### Power grid

Scale bar: 20 um. Pins as bars on the die edge. Tap cells in gray.
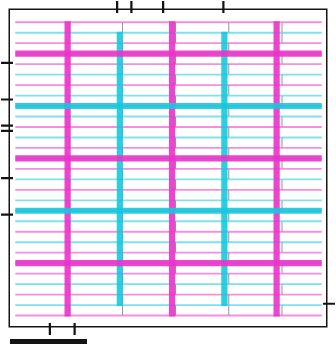
### Placed cells, one color a class

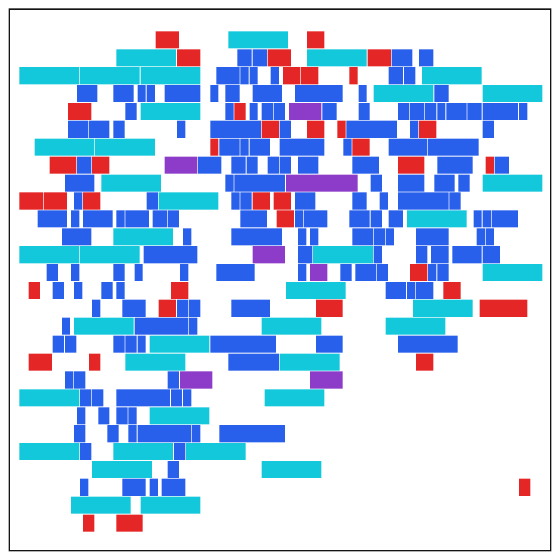
### Routed clock nets over the placement

Scale bar: 20 um.
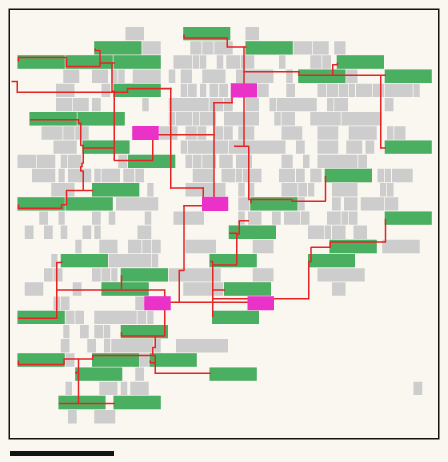
### Routed metal, one color a layer

Scale bar: 20 um. Only two layers are drawn.
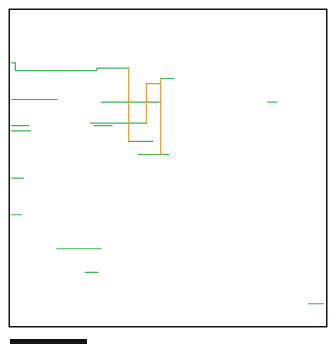
**config.mk**
```make
export PLATFORM = sky130hd
export DESIGN_NAME = combo_lock_seq
export DESIGN_NICKNAME = d
export VERILOG_FILES = /design/src/rtl/combo_lock_pkg.sv /design/src/rtl/combo_lock_seq_key_press_detect.sv /design/src/rtl/combo_lock_seq.sv
export SDC_FILE = /design/constraint.sdc
export NUM_CORES = 1
export LEC_CHECK = 0
export ABC_CLOCK_PERIOD_IN_PS = 2100
export CAP_MARGIN = 20
export CORE_UTILIZATION = 35
export CTS_CLUSTER_DIAMETER = 150
export DETAILED_ROUTE_END_ITERATION = 8
export GPL_TIMING_DRIVEN = 0
export HOLD_SLACK_MARGIN = 0.02
export PLACE_DENSITY = 0.56
export SLEW_MARGIN = 10
export SYNTH_ARGS = -nofsm -noshare
export SYNTH_HDL_FRONTEND = slang
export SYNTH_SLANG_ARGS = --single-unit
```
**constraint.sdc**
```tcl
create_clock -name clk -period 2.1 [get_ports clk]
set_input_delay 0.63 -clock clk [delete_from_list [all_inputs] [get_ports clk]]
set_output_delay 0.63 -clock clk [all_outputs]
set_load 0.005 [all_outputs]
```
**src/rtl/combo_lock_pkg.sv**
```systemverilog
// Shared types and width helpers for the sequential combination lock.
package combo_lock_pkg;

   // Lock controller states.
   typedef enum logic [1:0] {
      PROGRAM = 2'd0,
      ARMED   = 2'd1,
      OPEN    = 2'd2,
      LOCKOUT = 2'd3
   } lock_state_t;

   // Bit width needed to index n items, never less than one bit.
   function automatic int clog2_min1(input int n);
      return ($clog2(n) < 1) ? 1 : $clog2(n);
   endfunction

endpackage

```
**src/rtl/combo_lock_seq_key_press_detect.sv**
```systemverilog
// Rising-edge press detector: a key counts once until it returns to idle (0).
module key_press_detect #(
   parameter int DIGIT_W = 4
) (
   input  logic               clk,
   input  logic               rst_n,
   input  logic [DIGIT_W-1:0] key_i,
   output logic               press_o
);

   logic [DIGIT_W-1:0] key_prev_q;

   // Remember the previous keypad code on every edge.
   always_ff @(posedge clk or negedge rst_n) begin
      if (!rst_n) begin
         key_prev_q <= {DIGIT_W{1'b0}};
      end else begin
         key_prev_q <= key_i;
      end
   end

   assign press_o = (key_i != {DIGIT_W{1'b0}}) && (key_prev_q == {DIGIT_W{1'b0}});

endmodule

```
**src/rtl/combo_lock_seq.sv**
```systemverilog
// Sequential combination lock: learns a code, checks entries, locks out after
// repeated wrong digits and re-locks on a keypress while open.
module combo_lock_seq
   import combo_lock_pkg::*;
#(
   parameter int DIGIT_W        = 4,
   parameter int CODE_LEN       = 4,
   parameter int MAX_FAILS      = 3,
   parameter int LOCKOUT_CYCLES = 1000
) (
   input  logic                              clk,
   input  logic                              rst_n,
   input  logic [DIGIT_W-1:0]                key_in,
   input  logic                              relock,
   input  logic                              master_clear,
   output logic                              unlocked,
   output logic                              programmed,
   output logic                              locked_out,
   output logic [clog2_min1(CODE_LEN)-1:0]   digit_idx
);

   localparam int IDX_W  = clog2_min1(CODE_LEN);
   localparam int FAIL_W = $clog2(MAX_FAILS + 1);
   localparam int TMR_W  = $clog2(LOCKOUT_CYCLES + 1);

   localparam logic [IDX_W-1:0]  IDX_ZERO  = {IDX_W{1'b0}};
   localparam logic [IDX_W-1:0]  IDX_LAST  = IDX_W'(CODE_LEN - 1);
   localparam logic [FAIL_W-1:0] FAIL_ZERO = {FAIL_W{1'b0}};
   localparam logic [FAIL_W-1:0] FAIL_LAST = FAIL_W'(MAX_FAILS - 1);
   localparam logic [TMR_W-1:0]  TMR_ZERO  = {TMR_W{1'b0}};
   localparam logic [TMR_W-1:0]  TMR_LOAD  = TMR_W'(LOCKOUT_CYCLES - 1);

   lock_state_t         state_q, state_d;
   logic [IDX_W-1:0]    idx_q, idx_d;
   logic [FAIL_W-1:0]   fail_cnt_q, fail_cnt_d;
   logic [TMR_W-1:0]    timer_q, timer_d;
   logic [DIGIT_W-1:0]  code_q [CODE_LEN];
   logic                code_wr;
   logic                code_clr;
   logic                press;

   logic                unlocked_q;
   logic                programmed_q;
   logic                locked_out_q;
   logic [IDX_W-1:0]    digit_idx_q;

   key_press_detect #(
      .DIGIT_W (DIGIT_W)
   ) u_press (
      .clk     (clk),
      .rst_n   (rst_n),
      .key_i   (key_in),
      .press_o (press)
   );

   // Next-state logic; priority is master_clear > relock in OPEN > press > timer.
   always_comb begin
      state_d    = state_q;
      idx_d      = idx_q;
      fail_cnt_d = fail_cnt_q;
      timer_d    = timer_q;
      code_wr    = 1'b0;
      code_clr   = 1'b0;
      if (master_clear) begin
         state_d    = PROGRAM;
         idx_d      = IDX_ZERO;
         fail_cnt_d = FAIL_ZERO;
         timer_d    = TMR_ZERO;
         code_clr   = 1'b1;
      end else if ((state_q == OPEN) && relock) begin
         state_d    = PROGRAM;
         idx_d      = IDX_ZERO;
         fail_cnt_d = FAIL_ZERO;
         code_clr   = 1'b1;
      end else begin
         case (state_q)
            PROGRAM: begin
               if (press) begin
                  code_wr = 1'b1;
                  if (idx_q == IDX_LAST) begin
                     idx_d   = IDX_ZERO;
                     state_d = ARMED;
                  end else begin
                     idx_d = idx_q + 1'b1;
                  end
               end else begin
                  idx_d = idx_q;
               end
            end
            ARMED: begin
               if (press) begin
                  if (key_in == code_q[idx_q]) begin
                     if (idx_q == IDX_LAST) begin
                        state_d    = OPEN;
                        idx_d      = IDX_ZERO;
                        fail_cnt_d = FAIL_ZERO;
                     end else begin
                        idx_d = idx_q + 1'b1;
                     end
                  end else begin
                     // A wrong digit restarts the entry; it is not reused as digit 0.
                     idx_d      = IDX_ZERO;
                     fail_cnt_d = fail_cnt_q + 1'b1;
                     if (fail_cnt_q == FAIL_LAST) begin
                        state_d = LOCKOUT;
                        timer_d = TMR_LOAD;
                     end else begin
                        state_d = ARMED;
                     end
                  end
               end else begin
                  idx_d = idx_q;
               end
            end
            OPEN: begin
               if (press) begin
                  state_d = ARMED;
                  idx_d   = IDX_ZERO;
               end else begin
                  state_d = OPEN;
               end
            end
            LOCKOUT: begin
               // Keypresses are ignored until the timer has run out.
               if (timer_q == TMR_ZERO) begin
                  state_d    = ARMED;
                  fail_cnt_d = FAIL_ZERO;
                  idx_d      = IDX_ZERO;
               end else begin
                  timer_d = timer_q - 1'b1;
               end
            end
            default: begin
               state_d = PROGRAM;
               idx_d   = IDX_ZERO;
            end
         endcase
      end
   end

   // State, digit index, fail counter and lockout timer registers.
   always_ff @(posedge clk or negedge rst_n) begin
      if (!rst_n) begin
         state_q    <= PROGRAM;
         idx_q      <= IDX_ZERO;
         fail_cnt_q <= FAIL_ZERO;
         timer_q    <= TMR_ZERO;
      end else begin
         state_q    <= state_d;
         idx_q      <= idx_d;
         fail_cnt_q <= fail_cnt_d;
         timer_q    <= timer_d;
      end
   end

   // Stored combination; written digit by digit while programming.
   always_ff @(posedge clk or negedge rst_n) begin
      if (!rst_n) begin
         for (int i = 0; i < CODE_LEN; i++) begin
            code_q[i] <= {DIGIT_W{1'b0}};
         end
      end else if (code_clr) begin
         for (int i = 0; i < CODE_LEN; i++) begin
            code_q[i] <= {DIGIT_W{1'b0}};
         end
      end else if (code_wr) begin
         code_q[idx_q] <= key_in;
      end
   end

   // Registered output decodes, taken from the next state so they track state_q.
   always_ff @(posedge clk or negedge rst_n) begin
      if (!rst_n) begin
         unlocked_q   <= 1'b0;
         programmed_q <= 1'b0;
         locked_out_q <= 1'b0;
         digit_idx_q  <= IDX_ZERO;
      end else begin
         unlocked_q   <= (state_d == OPEN);
         programmed_q <= (state_d != PROGRAM);
         locked_out_q <= (state_d == LOCKOUT);
         digit_idx_q  <= idx_d;
      end
   end

   assign unlocked   = unlocked_q;
   assign programmed = programmed_q;
   assign locked_out = locked_out_q;
   assign digit_idx  = digit_idx_q;

endmodule
```
==> impl_metrics.py <==
# Flow results
metrics = {
    "synthesis": {
        "ys_cells": 222,
        "post_synth_xor_area_fraction_pct": 2.90,
        "synth_simple_gate_area_share_pct": 22.3,
        "synth.cellmix.compoundShare_pct": 16.5,
        "yosys.area.top_type": "sky130_fd_sc_hd__dfrtp_1",
        "post-synth-top-area-fraction_pct": 43.5,
        "synth.cells.most_frequent": "sky130_fd_sc_hd__dfrtp_1, sky130_fd_sc_hd__nand2_1, sky130_fd_sc_hd__a21oi_1",
        "mux_area_share_pct": 7.25,
        "synthesis.area_sq_um": 2240,
    },
    "global_route": {
        "number_of_global_route_vias_before_repair": 1821,
        "global_route.usage.met2_pct": 30.2,
        "grt_start_max_net_pins": 28,
        "wire_length_of_the_first_global_routing_pass_um": 9160,
        "global_route.usage.total_pct": 18.1,
    },
    "pwr": {
        "design_power_total_mw": 1.71,
        "power_leader": "registers",
        "power-per-cell-area_nw_per_um2": 603,
        "power_switching_share_pct": 26.9,
        "seq_power_share_pct": 46.2,
        "static-leakage-power_nw": 1.16,
        "power.net_switching_mw": 0.460,
        "ir_worst_vdd_mv": 0.403,
    },
    "layout": {
        "clockBufferCount": 5,
        "layout.sequential_cells": 39,
        "finalCoreUtilization_pct": 46.8,
        "biggestCellCategory": "multi-input combinational cells",
        "layout.cells.most_common": "sky130_fd_sc_hd__dfrtp_1",
        "largest_register_ff_count": 16,
        "n_multi_input_combinational_cell": 161,
        "final.signal_buffer_count": 39,
        "antenna-diode-count": 0,
        "final_cells": 333,
    },
    "placed_design": {
        "dp_cells": 310,
        "dp_slack_ns": -0.803,
        "placement.cell_area_sq_um": 2480,
        "io_buffer_count": 12,
    },
    "setup_path": {
        "worst-r2r-setup-slack_ns": 0.005,
        "reg2reg_to": "locked_out$_DFF_PN0_",
        "required_ns": 2.32,
        "worstPathCellList": "buf_6 -> mux4_2 -> xnor2_2 -> and4_4 -> mux2_4 -> a21oi_2",
        "cp_data_arrival_time_ns": 2.32,
        "critPathBufInv": 1,
    },
    "cts": {
        "clock_tree.htree_level_count": 2,
        "tritoncts_num_sinks": 39,
        "cts_setup_buffers": 13,
        "cts_root_buf": "sky130_fd_sc_hd__clkbuf_8",
        "worst_setup_hold_path_clk_slew_ns": 0.08,
    },
    "die": {
        "coreArea_sq_um": 6060,
        "io-pin-count": 13,
    },
    "timing": {
        "worst_margin_pin_slew_ns": 0.606,
        "final_tally_of_hold_violations": 0,
        "finalWorstSetupSlack_ns": 0.00483,
        "fin_crit_sh_pct": 99.8,
        "max_freq_mhz": 477,
        "setup_repair_after_global_routing_missed_its_margin": "true",
    },
    "drt": {
        "drt-vias-per-instance": 5.41,
        "drtPass1Iterations": 4,
        "top_layer": "met4",
        "ant_nets": 0,
    },
    "flow_run": {
        "tally_of_max_capacitance_violations": 0,
    },
    "outcome": {
        "outcome": "completed",
    },
}
-- 'Power grid' (at the start) --
legend:
  VSS:
    color: magenta
  VDD:
    color: cyan
met1 rails: 29
signal pins: 13

-- 'Placed cells, one color a class' (at the start) --
legend:
  combinational and other logic:
    color: blue
    cells: 173
    share_of_their_area: 49%
  other buffers and delay cells:
    color: red
    cells: 39
    share_of_their_area: 11%
  flops:
    color: cyan
    cells: 39
    share_of_their_area: 36%
  clock drivers and dummy loads:
    color: purple
    cells: 7
    share_of_their_area: 3.9%

-- 'Routed clock nets over the placement' (at the start) --
legend:
  flip-flops:
    color: green
    count: 39
  clock wires:
    color: red
    length: 578 um
  clock drivers:
    color: magenta
    count: 5
flops lie: widely spread
routed clock nets: 6

-- 'Routed metal, one color a layer' (at the start) --
legend:
  metal 4:
    color: orange
    wire_length: 49.0 um
  metal 3:
    color: green
    wire_length: 136 um

Power is estimated from default activity; no workload was simulated.
